Figure 1. Signal wires on met1 (run 1).
The bar under the picture is 20 µm long.
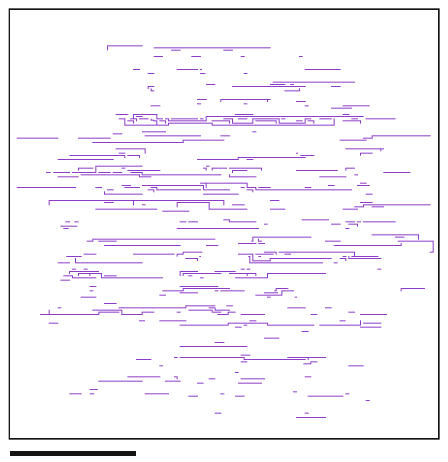
Figure 2. Met2 routing (run 1).
The bar under the picture is 20 µm long.
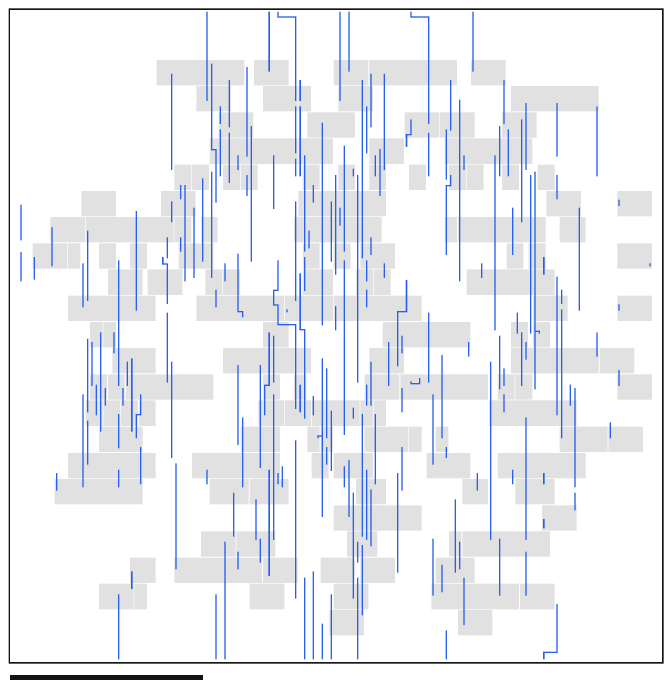
Figure 3. M3 wires (run 1).
The bar under the picture is 20 µm long.
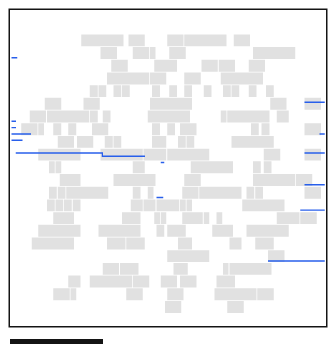
<file path="config.mk">
export PLATFORM = sky130hd
export DESIGN_NAME = serial_magnitude_comparator_flat
export DESIGN_NICKNAME = d
export VERILOG_FILES = /design/src/rtl/serial_magnitude_comparator_if.sv /design/src/rtl/serial_magnitude_comparator.sv /design/src/flat_wrapper.sv
export SDC_FILE = /design/constraint.sdc
export NUM_CORES = 1
export LEC_CHECK = 0
export CAP_MARGIN = 20
export CORE_UTILIZATION = 30
export CTS_CLUSTER_DIAMETER = 40
export CTS_CLUSTER_SIZE = 12
export DETAILED_ROUTE_END_ITERATION = 10
export PLACE_DENSITY_LB_ADDON = 0.12
export SYNTH_ARGS = -nofsm -noshare
export SYNTH_HDL_FRONTEND = slang
export SYNTH_SLANG_ARGS = --single-unit
</file>
<file path="constraint.sdc">
create_clock -name clk -period 3.45 [get_ports clk]
set_input_delay 1.035 -clock clk [delete_from_list [all_inputs] [get_ports clk]]
set_output_delay 1.035 -clock clk [all_outputs]
set_load 0.01 [all_outputs]
</file>
<file path="src/rtl/serial_magnitude_comparator_if.sv">
// serial_magnitude_comparator_if: operand, cascade and handshake bundle for the serial comparator
interface serial_magnitude_comparator_if #(parameter int WIDTH = 8);
  logic start;
  logic [WIDTH-1:0] a;
  logic [WIDTH-1:0] b;
  logic signed_cmp;
  logic l;
  logic g;
  logic e;
  logic busy;
  logic done;
  logic LT;
  logic GT;
  logic EQ;
  modport master(output start, a, b, signed_cmp, l, g, e, input busy, done, LT, GT, EQ);
  modport slave(input start, a, b, signed_cmp, l, g, e, output busy, done, LT, GT, EQ);
endinterface

</file>
<file path="src/rtl/serial_magnitude_comparator.sv">
// serial_magnitude_comparator: MSB-first digit-serial cascadable magnitude compare with early exit
module serial_magnitude_comparator #(
  parameter int WIDTH = 8,
  parameter int DIGIT = 1
) (
  input logic clk,
  input logic rst,
  serial_magnitude_comparator_if.slave bus
);
  localparam int N = WIDTH / DIGIT;
  localparam int IW = N > 1 ? $clog2(N) : 1;
  localparam logic [IW-1:0] LAST = IW'(N - 1);
  typedef enum logic {IDLE, COMPARE} state_t;
  state_t state, state_n;
  logic [WIDTH-1:0] ra, rb, ra_n, rb_n;
  logic [IW-1:0] idx, idx_n;
  logic [2:0] cas, cas_n;
  logic [2:0] res, res_n;
  logic done_r, done_n;
  logic [DIGIT-1:0] da, db;
  // Operands are shifted left each step so the digit under test is always the top DIGIT bits
  assign da = ra[WIDTH-1 -: DIGIT];
  assign db = rb[WIDTH-1 -: DIGIT];
  assign bus.busy = state == COMPARE;
  assign bus.done = done_r;
  assign {bus.LT, bus.GT, bus.EQ} = res;
  // State, captured operands, cascade bits and registered result
  always_ff @(posedge clk or posedge rst) begin
    if (rst) begin
      state <= IDLE;
      ra <= '0;
      rb <= '0;
      idx <= '0;
      cas <= '0;
      res <= '0;
      done_r <= 1'b0;
    end else begin
      state <= state_n;
      ra <= ra_n;
      rb <= rb_n;
      idx <= idx_n;
      cas <= cas_n;
      res <= res_n;
      done_r <= done_n;
    end
  end
  // Capture on start; resolve on first differing digit or fall back to cascade bits on the last one
  always_comb begin
    state_n = state;
    ra_n = ra;
    rb_n = rb;
    idx_n = idx;
    cas_n = cas;
    res_n = res;
    done_n = 1'b0;
    if (state == IDLE) begin
      if (bus.start) begin
        state_n = COMPARE;
        ra_n = bus.a ^ {bus.signed_cmp, {(WIDTH-1){1'b0}}};
        rb_n = bus.b ^ {bus.signed_cmp, {(WIDTH-1){1'b0}}};
        idx_n = '0;
        cas_n = {bus.l, bus.g, bus.e};
      end
    end else if (da != db || idx == LAST) begin
      state_n = IDLE;
      done_n = 1'b1;
      res_n = da > db ? 3'b010 : da < db ? 3'b100 : cas;
    end else begin
      ra_n = ra << DIGIT;
      rb_n = rb << DIGIT;
      idx_n = idx + 1'b1;
    end
  end
endmodule

</file>
<file path="src/flat_wrapper.sv">
// flat-port wrapper written by rule: the top's interface ports become plain ports
module serial_magnitude_comparator_flat 
#(
  parameter int WIDTH = 8,
  parameter int DIGIT = 1
)
  (clk, rst, bus_start, bus_a, bus_b, bus_signed_cmp, bus_l, bus_g, bus_e, bus_busy, bus_done, bus_LT, bus_GT, bus_EQ);
  serial_magnitude_comparator_if #(.WIDTH(WIDTH)) bus_i ();
  input logic clk;
  input logic rst;
  input wire logic [$bits(bus_i.start)-1:0] bus_start;
  input wire logic [$bits(bus_i.a)-1:0] bus_a;
  input wire logic [$bits(bus_i.b)-1:0] bus_b;
  input wire logic [$bits(bus_i.signed_cmp)-1:0] bus_signed_cmp;
  input wire logic [$bits(bus_i.l)-1:0] bus_l;
  input wire logic [$bits(bus_i.g)-1:0] bus_g;
  input wire logic [$bits(bus_i.e)-1:0] bus_e;
  output wire logic [$bits(bus_i.busy)-1:0] bus_busy;
  output wire logic [$bits(bus_i.done)-1:0] bus_done;
  output wire logic [$bits(bus_i.LT)-1:0] bus_LT;
  output wire logic [$bits(bus_i.GT)-1:0] bus_GT;
  output wire logic [$bits(bus_i.EQ)-1:0] bus_EQ;
  assign bus_i.start = bus_start;
  assign bus_i.a = bus_a;
  assign bus_i.b = bus_b;
  assign bus_i.signed_cmp = bus_signed_cmp;
  assign bus_i.l = bus_l;
  assign bus_i.g = bus_g;
  assign bus_i.e = bus_e;
  assign bus_busy = bus_i.busy;
  assign bus_done = bus_i.done;
  assign bus_LT = bus_i.LT;
  assign bus_GT = bus_i.GT;
  assign bus_EQ = bus_i.EQ;
  serial_magnitude_comparator #(.WIDTH(WIDTH), .DIGIT(DIGIT)) u_core (.clk(clk), .rst(rst), .bus(bus_i));
endmodule
</file>
==> impl_metrics.csv, run 1 <==
group,metric,value,unit
route,post-route-drc-count,0,
synthesis,synth-cells-yosys,116,
timing,layout_worst_path_cycle_share,71.92,%
cells_and_area,insertedDiodeCount,0,
setup_path,critPathMaxFanout,17,
synthesis,distinct_cells_synth,20,
run_status,status,"finished clean",
cells_and_area,final-clk-cell-share,2.752,%
cells_and_area,final-seq-area,675.6,µm²
route,vias_per_cell,4.672,
hold_path,worstHoldEndpoint,"u_core.cas[1]$_DFFE_PP0P_",
place,placed_area,1592,µm²
global_routing,globalRouteTotalUtil,12.57,%
synthesis,synth_largest_type_area_fraction,52.17,%
timing,hold-worst-slack,0.5050,ns
route,met1_length,1138,µm
route,detailedRoute.firstIterationViolations,45,
cells_and_area,layout_top_cells_excl_fill_tap,"27 x clkdlybuf4s50_1, 27 x dfrtp_1, 17 x nand3_1",
cells_and_area,reg_top3,"u_core.ra (8), u_core.rb (8)",
route,wl_per_cell,12.67,µm
timing,timing_max_transition_violations_final,0,
synthesis,synthesis.instances,116,
cells_and_area,postLayoutCellArea,1637,µm²
cells_and_area,comb_area_share,31.96,%
Back to the opening pictures, Figure 1:
longest straight run: 27.6 µm
wire length on this layer: 1140 µm
main direction: horizontal
share of all routed wire: 47%
nets with wire on the layer: 148

Back to the opening pictures, Figure 2:
wire length on this layer: 1200 µm
main direction: vertical

Back to the opening pictures, Figure 3:
share of all routed wire: 2.8%
nets with wire on the layer: 12
wire length on this layer: 67.5 µm
main direction: horizontal
longest straight run: 18.4 µm

[run 1: logic make-up (layout without fill, tap and decap cells)]
family	after synthesis	after routing
flops	27	27
simple gates	25	25
compound gates	21	21
mux	19	19
buf+inv	18	44
fa+ha+maj	4	4
xor+xnor	2	2
[run 1: stage by stage]
stage	worst slack [ns]	util, %	total power (W)
6_report	0.9688	40.05	0.001394
5_1_grt	0.8863	40.05	0.001528
4_1_cts	0.9460	40.05	0.001426
3_5_place_dp	1.035	38.95	0.001241
3_3_place_gp	1.040	38.95	0.001221
2_1_floorplan	1.714	-	0.001075
[run 1: power breakdown]
part           switching, W  internal [W]  leakage (nW)
combinational      0.000333      0.000332         0.386
sequential        0.0000761      0.000473         0.336
clock             0.0000977     0.0000827        0.0228
total              0.000507      0.000888         0.744
Figure 4. Routing congestion map (run 1).
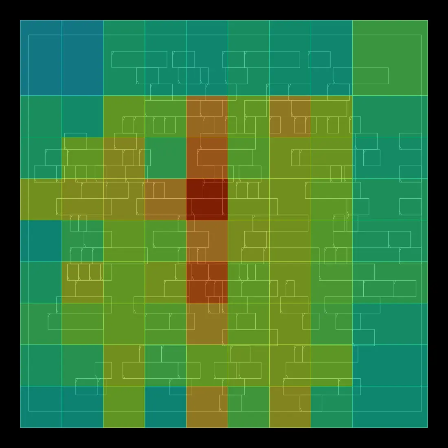

==> run 2, diff against run 1 <==
clock period = 2.52 ns   (was 3.45 ns; I/O delays follow)
Figure 5. Routing congestion map (run 2).
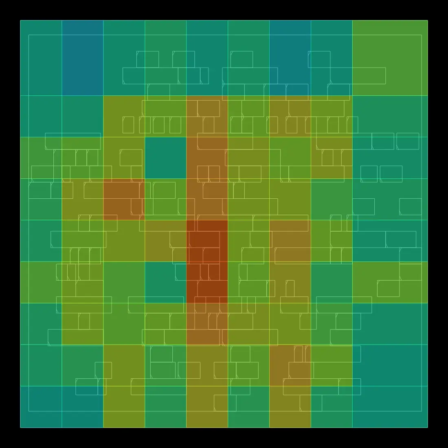
global router's overall resource usage: 12.64%
met3 global-route usage: 2.196%
routed wirelength normalized by instance count: 13.19 µm
GR Util met2: 21.78%

==> impl_metrics.csv, run 2 <==
group,metric,value,unit
synthesis,synth_largest_type_area_fraction,52.17,%
synthesis,synth-cells-yosys,116,
timing,final.setup.worst_slack,0.6035,ns
route,vias_per_cell,4.724,
timing,layout_worst_path_cycle_share,76.05,%
run_status,status,"finished clean",
power,cell_internal_pwr,0.001213,W
power,share_comb_of_total_power,47.9,%
cells_and_area,layout_top_cells_excl_fill_tap,"27 x clkdlybuf4s50_1, 27 x dfrtp_1, 17 x nand3_1",
hold_path,worstHoldEndpoint,"u_core.cas[0]$_DFFE_PP0P_",
power,p_switching,0.0007108,W
route,detailedRoute.firstIterationViolations,39,
synthesis,distinct_cells_synth,20,
power,top_power_group,"combinational cells",
cells_and_area,reg_top3,"u_core.ra (8), u_core.rb (8)",
cells_and_area,core_utilization_of_the_finished_layout,40.08,%
synthesis,synthesis.instances,116,
power,total_power,0.001924,W
timing,hold-worst-slack,0.5106,ns
setup_path,critPathMaxFanout,2,
## run 2: logic make-up (layout without fill, tap and decap cells)
group           after synthesis  in the layout  synth area share, %
compound gates               21             21                8.889
xor+xnor                      2              2                1.353
fa+ha+maj                     4              4                3.865
buf+inv                      18             44                7.440
flops                        27             27                52.17
mux                          19             19                15.36
simple gates                 25             25                10.92
## run 2: per-layer routing
metal	routed length (µm)	track usage, %	up-vias	share of wire, %
li1	-	-	452	-
met1	1147	15.52	438	45
met2	1272	21.78	15	50
met3	85	2.196	2	3.4
met4	25	4.787	0	0.99
met5	0	0	-	0
## run 2: stage by stage
stage	std cells	area, µm²
finish	192	1638
global route	192	1638
floorplan	116	1295
CTS	192	1638
detailed placement	188	1592
global placement	188	1592
Figure 6. Signal wires on met1 (run 2).
The bar under the picture is 20 µm long.
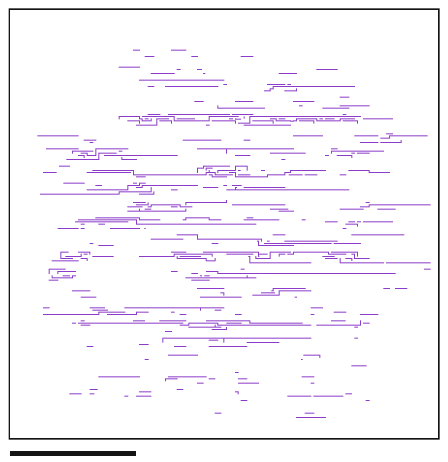

==> run 3, diff against run 2 <==
clock period = 1.6 ns   (was 2.52 ns; I/O delays follow)
Figure 7. Signal wires on met1 (run 3).
The bar under the picture is 20 µm long.
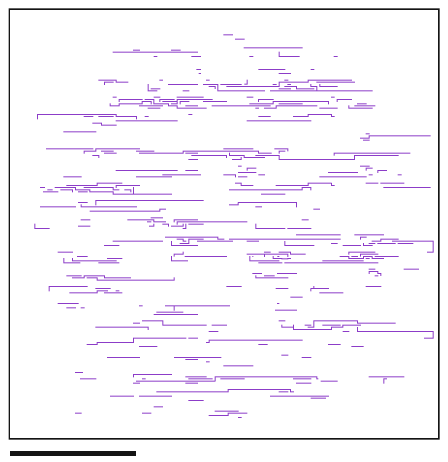
share of all routed wire: 49%
longest straight run: 17.5 µm
nets with wire on the layer: 155
wire length on this layer: 1240 µm
main direction: horizontal

==> impl_metrics.csv, run 3 <==
group,metric,value,unit
run_status,status,"finished clean",
cells_and_area,layout_top_cells_excl_fill_tap,"27 x dfrtp_1, 22 x clkdlybuf4s50_1, 17 x nand3_1",
cells_and_area,final-clk-cell-share,2.599,%
power,cell_internal_pwr,0.002059,W
timing,final.setup.worst_slack,0.06979,ns
power,power.share.clock,11.9,%
timing,hold-worst-slack,0.5063,ns
route,post-route-drc-count,0,
synthesis,synthesis.instances,116,
setup_path,critPathMaxFanout,4,
cells_and_area,final-seq-area,675.6,µm²
synthesis,synth-cells-yosys,116,
power,seq_power_share,36.8,%
power,total_power,0.003215,W
route,wl_per_cell,12.63,µm
power,power.combinational.total,0.00165,W
hold_path,worst_hold_path.num_cells,1,
route,detailedRoute.firstIterationViolations,44,
clock_network,cts_tree,"done",
global_routing,grt_util_met2,21.16,%
hold_path,worstHoldEndpoint,"u_core.res[1]$_DFFE_PP0P_",
synthesis,distinct_cells_synth,20,
route,met1_length,1238,µm
power,seq-power,0.00118,W
cells_and_area,postLayoutCellArea,1733,µm²
power,share_comb_of_total_power,51.3,%
timing,layout_worst_path_cycle_share,95.64,%
power,switching_share,35.96,%
cells_and_area,insertedDiodeCount,0,
route,route.top_layer_used,"met4",
route,met3_wire_length,83,µm
power,power_density_over_the_cells,1855,nW/µm²
power,top_power_group,"combinational cells",
route,vias_per_cell,4.629,
global_routing,busiest_metal_layer_after_global_routing,"met2",
run 3: netlist changes by cell type in the layout (fill, tap and decap cells not counted):
cell,change
ha_4,+1
o21ai_1,+3
ha_2,+1
ha_1,-2
clkbuf_1,+1
buf_4,+9
clkinv_2,-1
buf_12,+1
dlygate4sd2_1,+5
o21ai_0,-3
clkdlybuf4s50_1,-5
run 3: worst max-delay path: stages, from the launching register on:
cell and delay (ns):
dfrtp_1 0.39, ha_1 0.20, ha_2 0.18, nand3b_1 0.17, and2_4 0.18, a221o_1 0.29
run 3: cell families after synthesis:
group	count (synthesis)	synth area share (%)
buf+inv	18	7.440
compound gates	21	8.889
fa+ha+maj	4	3.865
xor+xnor	2	1.353
mux	19	15.36
simple gates	25	10.92
flops	27	52.17
Power and IR drop assume default switching activity.
